[src/rtl/wisc_pkg.sv]
// Shared ISA constants for decode-stage branch resolution: opcodes,
// branch condition codes and the bit positions of {Z,V,N} in the flag bus.
package wisc_pkg;

  localparam logic [3:0] OP_B   = 4'hC;
  localparam logic [3:0] OP_BR  = 4'hD;
  localparam logic [3:0] OP_HLT = 4'hF;

  typedef enum logic [2:0] {
    CC_NEQ    = 3'b000,
    CC_EQ     = 3'b001,
    CC_GT     = 3'b010,
    CC_LT     = 3'b011,
    CC_GTE    = 3'b100,
    CC_LTE    = 3'b101,
    CC_OVFL   = 3'b110,
    CC_UNCOND = 3'b111
  } cc_e;

  localparam int FLAG_Z = 2;
  localparam int FLAG_V = 1;
  localparam int FLAG_N = 0;

endpackage

[src/rtl/branch_cond_eval.sv]
// Evaluates a 3-bit branch condition against {Z,V,N}; purely combinational,
// no state and no flow control.
module branch_cond_eval
  import wisc_pkg::*;
(
  input  logic [2:0] ccc,
  input  logic [2:0] flags,
  output logic       taken
);

  logic z, v, n;

  assign z = flags[FLAG_Z];
  assign v = flags[FLAG_V];
  assign n = flags[FLAG_N];

  always_comb begin
    taken = 1'b0;
    case (cc_e'(ccc))
      CC_NEQ:    taken = ~z;
      CC_EQ:     taken = z;
      CC_GT:     taken = ~z & ~n;
      CC_LT:     taken = n;
      CC_GTE:    taken = z | (~z & ~n);
      CC_LTE:    taken = n | z;
      CC_OVFL:   taken = v;
      CC_UNCOND: taken = 1'b1;
      default:   taken = 1'b0;
    endcase
  end

endmodule

[src/rtl/if_id_branch_resolve.sv]
// IF/ID register plus decode-stage B/BR resolution; one-cycle fetch latency, combinational
// resolution, stall holds IF/ID and gates redirect/predictor writes. BRANCH_STATS_EN adds counters.
module if_id_branch_resolve
  import wisc_pkg::*;
#(
  parameter int WIDTH  = 16,
  parameter int STAT_W = 16
) (
  input  logic             clk,
  input  logic             rst_n,
  input  logic             stall,
  input  logic [WIDTH-1:0] PC_curr,
  input  logic [WIDTH-1:0] PC_inst,
  input  logic [1:0]       prediction,
  input  logic [WIDTH-1:0] predicted_target,
  input  logic [2:0]       flags,
  input  logic [WIDTH-1:0] rs_data,
  output logic [WIDTH-1:0] IF_ID_PC_curr,
  output logic [WIDTH-1:0] IF_ID_inst,
  output logic             IF_ID_valid,
  output logic [1:0]       IF_ID_prediction,
  output logic             actual_taken,
  output logic [WIDTH-1:0] branch_target,
  output logic [WIDTH-1:0] actual_target,
  output logic             update_PC,
  output logic             wen_BHT,
  output logic             wen_BTB
`ifdef BRANCH_STATS_EN
  ,
  output logic [STAT_W-1:0] br_count,
  output logic [STAT_W-1:0] mispred_count
`endif
);

  logic [WIDTH-1:0] IF_ID_pred_target;
  logic [3:0]       opcode;
  logic             is_b, is_brr, is_br;
  logic             cond_met;
  logic [WIDTH-1:0] pc_plus2;
  logic [WIDTH-1:0] b_offset;
  logic             target_miss;
  logic             mispredict;

  assign opcode = IF_ID_inst[WIDTH-1 -: 4];
  assign is_b   = IF_ID_valid & (opcode == OP_B);
  assign is_brr = IF_ID_valid & (opcode == OP_BR);
  assign is_br  = is_b | is_brr;

  branch_cond_eval u_cond (
    .ccc   (IF_ID_inst[11:9]),
    .flags (flags),
    .taken (cond_met)
  );

  // 9-bit word offset, sign-extended and scaled to bytes
  assign b_offset = {{(WIDTH-10){IF_ID_inst[8]}}, IF_ID_inst[8:0], 1'b0};
  assign pc_plus2 = IF_ID_PC_curr + WIDTH'(2);

  assign actual_taken  = is_br & cond_met;
  assign branch_target = is_brr ? rs_data : (pc_plus2 + b_offset);
  assign actual_target = actual_taken ? branch_target : pc_plus2;

  // A taken branch whose BTB target is stale counts as a mispredict even if direction was right
  assign target_miss = IF_ID_pred_target != branch_target;
  assign mispredict  = IF_ID_valid &
                       ((IF_ID_prediction[1] != actual_taken) | (actual_taken & target_miss));

  assign update_PC = mispredict & ~stall;
  assign wen_BHT   = is_br & ~stall;
  assign wen_BTB   = is_br & actual_taken & target_miss & ~stall;

  always_ff @(posedge clk or negedge rst_n) begin
    if (!rst_n) begin
      IF_ID_PC_curr     <= '0;
      IF_ID_inst        <= '0;
      IF_ID_valid       <= 1'b0;
      IF_ID_prediction  <= 2'b00;
      IF_ID_pred_target <= '0;
    end else if (!stall) begin
      if (update_PC) begin
        IF_ID_PC_curr     <= '0;
        IF_ID_inst        <= '0;
        IF_ID_valid       <= 1'b0;
        IF_ID_prediction  <= 2'b00;
        IF_ID_pred_target <= '0;
      end else begin
        IF_ID_PC_curr     <= PC_curr;
        IF_ID_inst        <= PC_inst;
        IF_ID_valid       <= 1'b1;
        IF_ID_prediction  <= prediction;
        IF_ID_pred_target <= predicted_target;
      end
    end
  end

`ifdef BRANCH_STATS_EN
  always_ff @(posedge clk or negedge rst_n) begin
    if (!rst_n) begin
      br_count      <= '0;
      mispred_count <= '0;
    end else begin
      if (wen_BHT && (br_count != '1))
        br_count <= br_count + 1'b1;
      if (update_PC && is_br && (mispred_count != '1))
        mispred_count <= mispred_count + 1'b1;
    end
  end
`endif

endmodule

[config.mk]
export PLATFORM = sky130hd
export DESIGN_NAME = if_id_branch_resolve
export DESIGN_NICKNAME = d
export VERILOG_FILES = /design/src/rtl/wisc_pkg.sv /design/src/rtl/branch_cond_eval.sv /design/src/rtl/if_id_branch_resolve.sv
export SDC_FILE = /design/constraint.sdc
export NUM_CORES = 1
export LEC_CHECK = 0
export CORE_MARGIN = 3
export CORE_UTILIZATION = 50
export CTS_BUF_LIST = sky130_fd_sc_hd__clkbuf_4
export CTS_CLUSTER_DIAMETER = 100
export DETAILED_ROUTE_END_ITERATION = 6
export PLACE_DENSITY_LB_ADDON = 0.12
export SLEW_MARGIN = 5
export SYNTH_ARGS = -nofsm -noshare
export SYNTH_HDL_FRONTEND = slang
export SYNTH_HIERARCHICAL = 1
export SYNTH_SLANG_ARGS = --single-unit
[constraint.sdc]
create_clock -name clk -period 7.3 [get_ports clk]
set_input_delay 1.825 -clock clk [delete_from_list [all_inputs] [get_ports clk]]
set_output_delay 1.825 -clock clk [all_outputs]
set_load 0.02 [all_outputs]
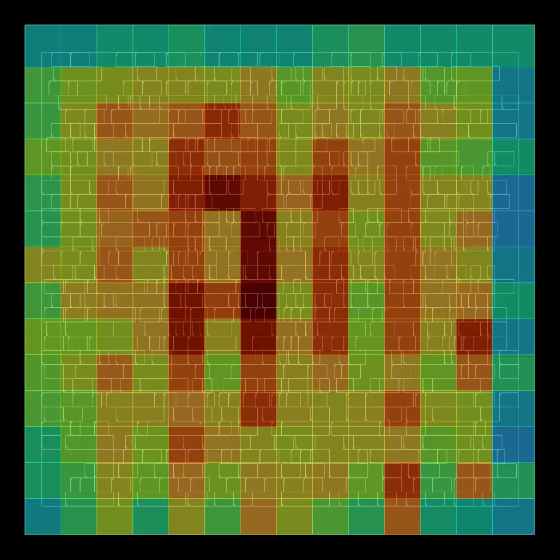
final_congestion.png
GR Util All Layers: 28.2%
fin util: 72.2%
met3 Use GR: 4.07%
GR Util met2: 47.6%
GRT busiest layer: met2

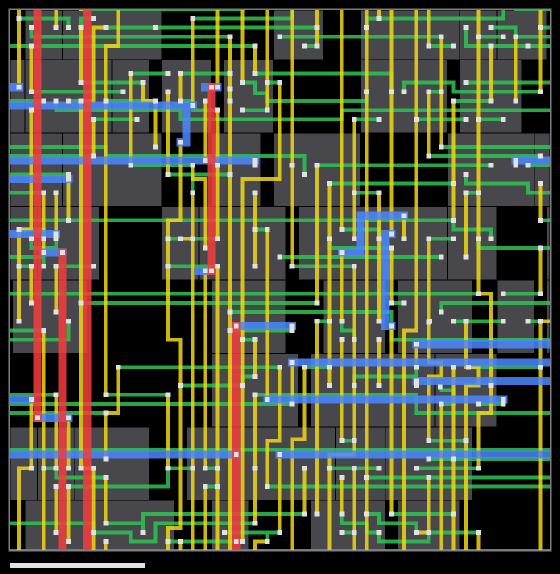
zoom.png
Bar = 5 um. Window x 39 to 59, y 58 to 78 um. Cells in gray, sequential cells in the stronger gray; small squares are vias.
met4 -> red
met2 -> yellow
met3 -> blue
met1 -> green
sequential cells in the window = 0
most frequent = nor2_1 (6), clkdlybuf4s50_1 (3)
cells with their middle in the window = 41

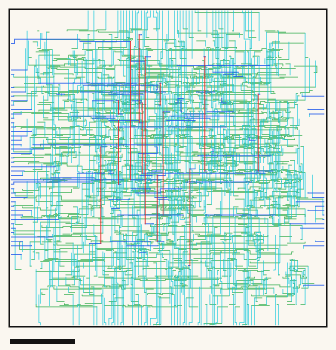
metal_stack.png
Bar = 20 um.
met2 -> cyan  # wire length 6620 um
met3 -> blue  # wire length 902 um
met4 -> red  # wire length 345 um
met1 -> green  # wire length 5780 um

==> results.cfg <==
; yosys + openroad results
[synth]
synthXorXnorAreaFrac_pct = 7.10
yosysTopAreaCell = dfrtp_1
mux_area_share_pct = 12.5
synthArstFlopShare_pct = 100
netlist_top_cells_count = nor2_1 (55), dfrtp_1 (51), nor3_1 (50), mux2i_1 (48), nand2_1 (37)
edf_count = 0

[final_timing]
holdWs_ps = 590
fin_worst_skew_ps = 24.6
fmax_mhz = 145
rsz0062_at_grt = false
fin_crit_sh_pct = 94.8
layout_setup_ws_ps = 382

[power]
power.group.top = combinational logic
sw_frac_of_total_pct = 49.3
comb_power_mw = 1.46
pwr-share-clk_pct = 6.7

[floorplanning]
fp_util_pct = 52.9
chip_area_um2 = 9560
taps = 102

[min_path]
whs_path_depth = 2

[final_layout]
fin_nets = 703
sh_seq_area_pct = 22.2
inverters_excl_clock = 13
seq_area_um2 = 1280
clock_buffers = 5
final_area_um2 = 5750
logic_area_um2 = 2780

[worst_setup_path]
r2r_cells = 17
cp_max_fo = 9
crit_path_end_kind = output port
r2r-start = IF_ID_PC_curr[2]$_DFFE_PN0N_
crit_end = wen_BTB
startpoint = IF_ID_PC_curr[2]$_DFFE_PN0N_
cpMaxStageDelayCell = clkdlybuf4s50_1
path_cells = ha_1 > nand3_1 > nor2_1 > nand3_1 > nor2_1 > xor2_1 > ha_1 > and3_1 > a221oi_1 > o21ai_0 > o21a_1 > o31ai_1 > xor2_1 > a21oi_2 > and3_1 > a211oi_1 > clkdlybuf4s50_1

[placed_design]
dpl.cell_count = 710

[cts]
ctsResizeCount = 0
htree_levels = 2
cts_buffers = 5

[grt]
use_met1_pct = 37.8
grt_start_max_net_pins = 53
grt_pass1_wl_mm = 21.9

[routing]
drt-total-wl_mm = 13.7
detail_route.vias_per_cell = 6.05
postRouteAntennaNets = 0

[outcome]
status = finished clean

[job]
cap_violations = 0
No activity file was given, so power comes from the tool's default toggle rates.
